## src/rtl/revo_word_sequencer.sv

```systemverilog
// Revolution-marker word generator for a serializer, free-running or locked to an external sync.
// Optional fine bit-phase shaping of the marker edges is enabled with the REVO_FINE_PHASE_EN macro.
module revo_word_sequencer #(
  parameter int unsigned WIDTH         = 8,
  parameter int unsigned COUNTER_WIDTH = 11
) (
  input  logic                         clock50,
  input  logic                         reset,
  input  logic                         enable,
  input  logic                         sync_mode,
  input  logic                         sync_in,
  input  logic [COUNTER_WIDTH-1:0]     period_minus_one,
  input  logic [COUNTER_WIDTH-1:0]     pulse_length,
  input  logic [$clog2(WIDTH)-1:0]     fine_phase,
  input  logic                         clear_error,
  output logic [WIDTH-1:0]             revo_word,
  output logic [WIDTH-1:0]             clock_word,
  output logic                         revo_strobe,
  output logic                         locked,
  output logic                         sync_error,
  output logic [7:0]                   mismatch_count
);

  localparam int unsigned PHASE_W = $clog2(WIDTH);
  localparam logic [WIDTH-1:0] CLOCK_PATTERN = {(WIDTH/2){2'b10}};
  localparam logic [WIDTH-1:0] ALL_ONES      = {WIDTH{1'b1}};

  typedef enum logic [1:0] {IDLE, FREE, ARMED, LOCKED} state_t;

  state_t                   state, state_nxt;
  logic [COUNTER_WIDTH-1:0] position, position_nxt;
  logic [COUNTER_WIDTH-1:0] period_active, period_nxt;
  logic                     sync_q;
  logic                     sync_edge;
  logic                     misalign;
  logic                     running;
  logic [PHASE_W-1:0]       phase;
  logic [WIDTH-1:0]         word_nxt;

`ifdef REVO_FINE_PHASE_EN
  assign phase = fine_phase;
`else
  logic unused_fine_phase;
  assign unused_fine_phase = ^fine_phase;
  assign phase = '0;
`endif

  assign sync_edge = sync_in & ~sync_q;
  assign running   = (state == FREE) || (state == LOCKED);

  // State, position and period register
  always_ff @(posedge clock50) begin
    if (reset) begin
      state         <= IDLE;
      position      <= '0;
      period_active <= '0;
      sync_q        <= 1'b0;
    end else begin
      state         <= state_nxt;
      position      <= position_nxt;
      period_active <= period_nxt;
      sync_q        <= sync_in;
    end
  end

  // Next-state, position advance and alignment check
  always_comb begin
    state_nxt    = state;
    position_nxt = position;
    period_nxt   = period_active;
    misalign     = 1'b0;
    case (state)
      IDLE: begin
        state_nxt    = sync_mode ? ARMED : FREE;
        position_nxt = '0;
        period_nxt   = period_minus_one;
      end
      FREE: begin
        if (sync_mode) begin
          state_nxt    = ARMED;
          position_nxt = '0;
          period_nxt   = period_minus_one;
        end else if (position >= period_active) begin
          position_nxt = '0;
          period_nxt   = period_minus_one;
        end else begin
          position_nxt = position + COUNTER_WIDTH'(1);
        end
      end
      ARMED: begin
        position_nxt = '0;
        if (!sync_mode) begin
          state_nxt  = FREE;
          period_nxt = period_minus_one;
        end else if (sync_edge) begin
          state_nxt = LOCKED;
        end
      end
      LOCKED: begin
        if (!sync_mode) begin
          state_nxt    = FREE;
          position_nxt = '0;
          period_nxt   = period_minus_one;
        end else if (sync_edge && (position != period_active)) begin
          misalign     = 1'b1;
          position_nxt = '0;
        end else if (position >= period_active) begin
          position_nxt = '0;
          period_nxt   = period_minus_one;
        end else begin
          position_nxt = position + COUNTER_WIDTH'(1);
        end
      end
      default: state_nxt = IDLE;
    endcase
    if (!enable) begin
      state_nxt    = IDLE;
      position_nxt = '0;
      misalign     = 1'b0;
    end
  end

  // Marker word for the current position; an oversized pulse saturates to all-ones
  always_comb begin
    word_nxt = '0;
    if (running && (pulse_length != '0)) begin
      if (pulse_length > period_active) begin
        word_nxt = ALL_ONES;
      end else if (position == '0) begin
        word_nxt = ALL_ONES >> phase;
      end else if (position < pulse_length) begin
        word_nxt = ALL_ONES;
      end else if (position == pulse_length) begin
        word_nxt = ~(ALL_ONES >> phase);
      end
    end
  end

  // Registered word outputs, cleared immediately when enable drops
  always_ff @(posedge clock50) begin
    if (reset || !enable) begin
      revo_word   <= '0;
      clock_word  <= '0;
      revo_strobe <= 1'b0;
      locked      <= 1'b0;
    end else begin
      revo_word   <= word_nxt;
      clock_word  <= (state != IDLE) ? CLOCK_PATTERN : '0;
      revo_strobe <= running && (position == '0) && (pulse_length != '0);
      locked      <= (state_nxt == LOCKED);
    end
  end

  // Sticky error and saturating mismatch counter; a fresh misalignment beats clear_error
  always_ff @(posedge clock50) begin
    if (reset) begin
      sync_error     <= 1'b0;
      mismatch_count <= '0;
    end else if (misalign) begin
      sync_error     <= 1'b1;
      if (clear_error)
        mismatch_count <= 8'd1;
      else if (mismatch_count != 8'hFF)
        mismatch_count <= mismatch_count + 8'd1;
    end else if (clear_error) begin
      sync_error     <= 1'b0;
      mismatch_count <= '0;
    end
  end

endmodule

```

## config.mk

```make
export PLATFORM = sky130hd
export DESIGN_NAME = revo_word_sequencer
export DESIGN_NICKNAME = d
export VERILOG_FILES = /design/src/rtl/revo_word_sequencer.sv
export SDC_FILE = /design/constraint.sdc
export NUM_CORES = 1
export LEC_CHECK = 0
export CAP_MARGIN = 10
export CORE_UTILIZATION = 45
export CTS_BUF_LIST = sky130_fd_sc_hd__clkbuf_4 sky130_fd_sc_hd__clkbuf_8
export CTS_CLUSTER_SIZE = 30
export DETAILED_ROUTE_END_ITERATION = 7
export PLACE_DENSITY = 0.72
export SKIP_CTS_REPAIR_TIMING = 1
export SLEW_MARGIN = 5
export SYNTH_ARGS = -nofsm -noshare
export SYNTH_HDL_FRONTEND = slang
export SYNTH_SLANG_ARGS = --single-unit
```

## constraint.sdc

```tcl
create_clock -name clock50 -period 5.45 [get_ports clock50]
set_clock_uncertainty 0.15 [all_clocks]
set_input_delay 1.635 -clock clock50 [delete_from_list [all_inputs] [get_ports clock50]]
set_output_delay 1.635 -clock clock50 [all_outputs]
set_load 0.05 [all_outputs]
```

==> run_1/met1.png <==
Supply wires on this layer in grey.
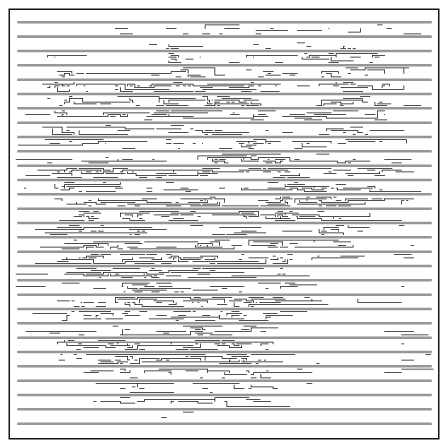
The layer carries 2880 µm of wire. The layer holds 47% of the routed length.
met1 usage: 0.2442
Final Routed Wirelength: 6109 µm
Vias: 2490

==> run_1/met2.png <==
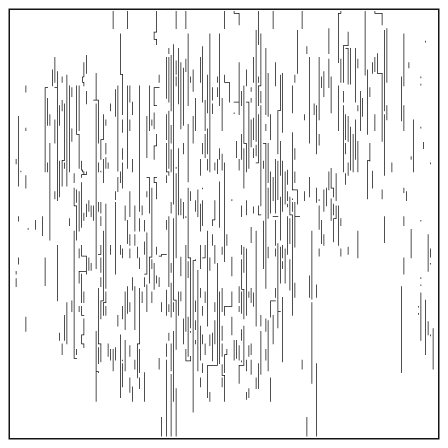
The layer carries 2840 µm of wire. The longest straight run is 31.3 µm.
met2 global-route usage: 0.3345

==> results_slide.txt, run 1 <==
Run Summary

Run status
  – Outcome: completed

Timing
  – Min Clock Period, post-route: 3.590 ns
  – Normalized max-slew margin: 0.3675
  – Fmax: 278.6 MHz

Finish
  – Number of flip-flops and latches: 38
  – Antenna cell count: 0
  – Multi-input logic area: 0.001748 mm²
  – Post-route cell area: 0.003353 mm²
  – Sequential share of cell area: 0.2269
  – Seq. cell area: 760.7 µm²

Power
  – Clock group: 290 µW
  – Internal power: 525.8 µW
  – Total net switching power: 187.2 µW
  – Power density normalized to cell area: 212.6 mW/mm²
  – Combinational share of power: 0.186

Setup path
  – Slowest stage delay, CP: 0.76 ns
  – Required time of the critical path: 5.51 ns
  – R2R depth: 8
  – Path type of the worst setup path: input pin to flop
  – Family with the most delay on the worst path: simple AND/OR/NAND/NOR gates

Hold path
  – Classification of the worst-slack hold path: flop to flop
  – Hold endpoint: sync_error

GRT
  – Number of antenna violations at the first check in global routing: 0

Logic synthesis
  – Count leader, synth: dfxtp_1
  – Simple-Gate Fraction of Synth Area: 0.2162
  – Adder-cell area share of the yosys netlist: 0.1551
  – Post-synthesis area per instance: 8.209 µm²
  – Registers, synthesis: 38

Drt
  – Detailed-route vias per instance: 5.485
  – Residual DRC count: 0

CTS
  – Total clock buffers created by CTS: 5
  – Clock tree sinks: 38

Placed design
  – Buffers added on ports: 50
  – Setup slack at placement: 1.572 ns

Floorplanning
  – Floorplan Utilization: 0.4714
==> run_1/met3.png <==
Bar = 20 µm. Cells faint in the background.
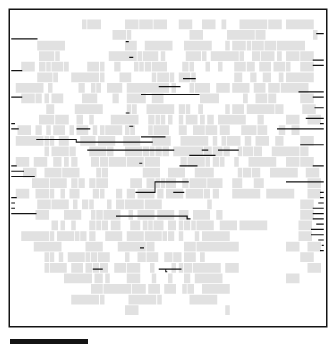
The wires run mostly horizontal. 50 nets have wire on it.
GR Layer Usage met3: 0.03820

==> run_1/gate_families.png <==
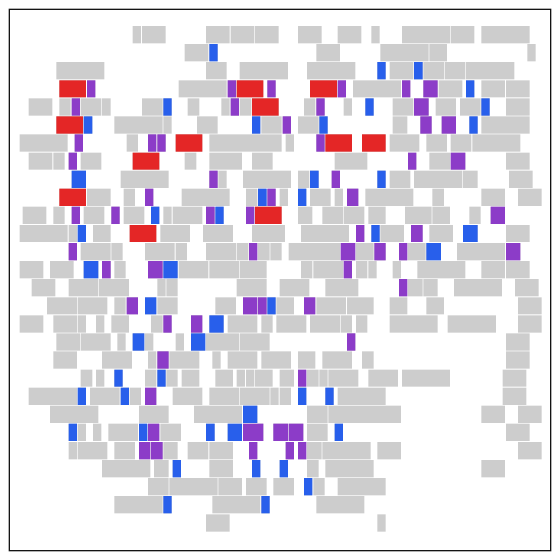

==> run 1 -> run 2 <==
==> constraint.sdc (replaced) <==
create_clock -name clock50 -period 3.44 [get_ports clock50]
set_clock_uncertainty 0.15 [all_clocks]
set_input_delay 1.032 -clock clock50 [delete_from_list [all_inputs] [get_ports clock50]]
set_output_delay 1.032 -clock clock50 [all_outputs]
set_load 0.05 [all_outputs]
==> run_2/gate_families.png <==
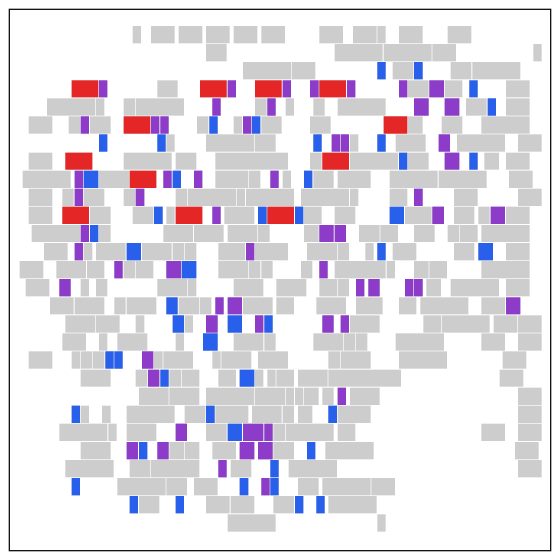
NAND gates: drawn in purple, cells 61, most used nand2_1, where widely spread. NOR gates: drawn in blue, cells 47, most used nor2_1. multiplexers: drawn in red, cells 12, most used mux2_2.
leading cell type in the layout, fill and taps excluded: clkdlybuf4s50_1
post-route non-filler standard cell count: 456

==> run_2/final_clocks.png <==
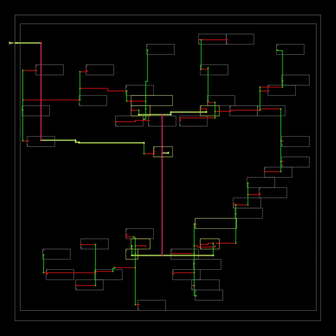
number of flip-flops and latches: 38
Clk Latency, worst-skew pair: 0.30 ns

==> run_2/met2.png <==
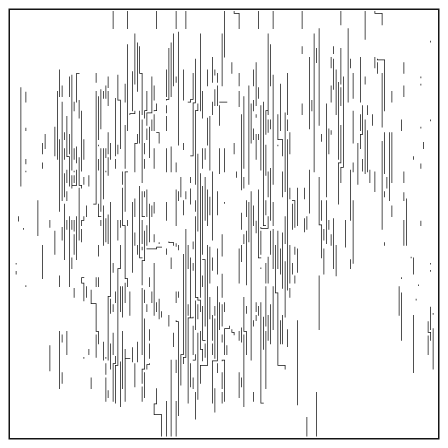
The wires run mostly vertical. The layer carries 2870 µm of wire.
met2 global-route usage: 0.3311
Final Routed Wirelength: 6221 µm
Vias: 2457

==> run 2 against run 1 <==
  * Critical path depth shrank 3
  * Sequential share of layout area shrank 0.10 points
  * Register-to-register slack lost 2.1 ns
  * Die size is the same
  * Core utilization grew 0.25 points
  * Largest power group unchanged
  * Non-clock buffer count grew 2
==> results_slide.txt, run 2 <==
Run Summary

CTS
  – Largest buffer count on any clock path: 2
  – Clock transition at the registers of the reported paths: 0.08 ns
  – Clock tree sinks: 38 (unchanged)

Power
  – Clock group: 460 µW (+59%)
  – Total net switching power: 297.7 µW (+59%)
  – Combinational share of power: 0.188 (+0.002)
  – Leading power group: registers
  – Reported sequential group power: 460 µW
  – Power density normalized to cell area: 336.2 mW/mm² (+58%)
  – P_comb: 212 µW
  – Internal power: 834.7 µW (+59%)

Setup path
  – Slowest stage delay, CP: 0.84 ns (+0.08 ns)
  – Path type of the worst setup path: flop to output pin
  – Family with the most delay on the worst path: buffers and inverters
  – Required time of the critical path: 2.26 ns (-3.25 ns)
  – Critical Path Slowest Stage Cell: clkdlybuf4s50_1
  – R2R depth: 8 (unchanged)

Logic synthesis
  – Mux cell area share after synthesis: 0.04741
  – Post-synthesis area per instance: 8.209 µm² (unchanged)
  – Registers, synthesis: 38 (unchanged)
  – Chip Area, Yosys: 0.002824 mm²
  – Simple-Gate Fraction of Synth Area: 0.2162 (unchanged)
  – Synth Seq Share: 0.2694
  – Post-synth EDFFs: 0
  – Cell count after synthesis: 344

Placed design
  – Setup slack at placement: 0.4635 ns (-1.109 ns)

Drt
  – Detailed-route vias per instance: 5.388 (-1.8%)
  – Final ANT Viol Nets: 0
  – Total length of routed met2 wires: 2867 µm

Timing
  – Normalized max-slew margin: 0.3548 (-0.01277)
  – Min Clock Period, post-route: 2.766 ns
  – Fmax: 361.6 MHz

Finish
  – Multi-input logic area: 0.001748 mm² (unchanged)
  – Seq. cell area: 760.7 µm² (unchanged)
  – Post-route cell area: 0.003368 mm² (+0.45%)
  – Final standard cell utilization of the core: 0.5622
  – Sequential share of cell area: 0.2259 (-0.001011)
  – Antenna cell count: 0 (unchanged)

Floorplanning
  – Top Ports: 58
  – Floorplan Utilization: 0.4714 (unchanged)
  – Die footprint: 0.006596 mm²

Hold path
  – Classification of the worst-slack hold path: flop to flop
  – Hold endpoint: sync_error

Run status
  – Outcome: completed

GRT
  – Met1 usage: 0.2637 (+0.01946)
  – GR Layer Usage met3: 0.04157 (+0.003371)

Run
  – Number of max-cap violations: 0
Power and IR drop assume default switching activity.
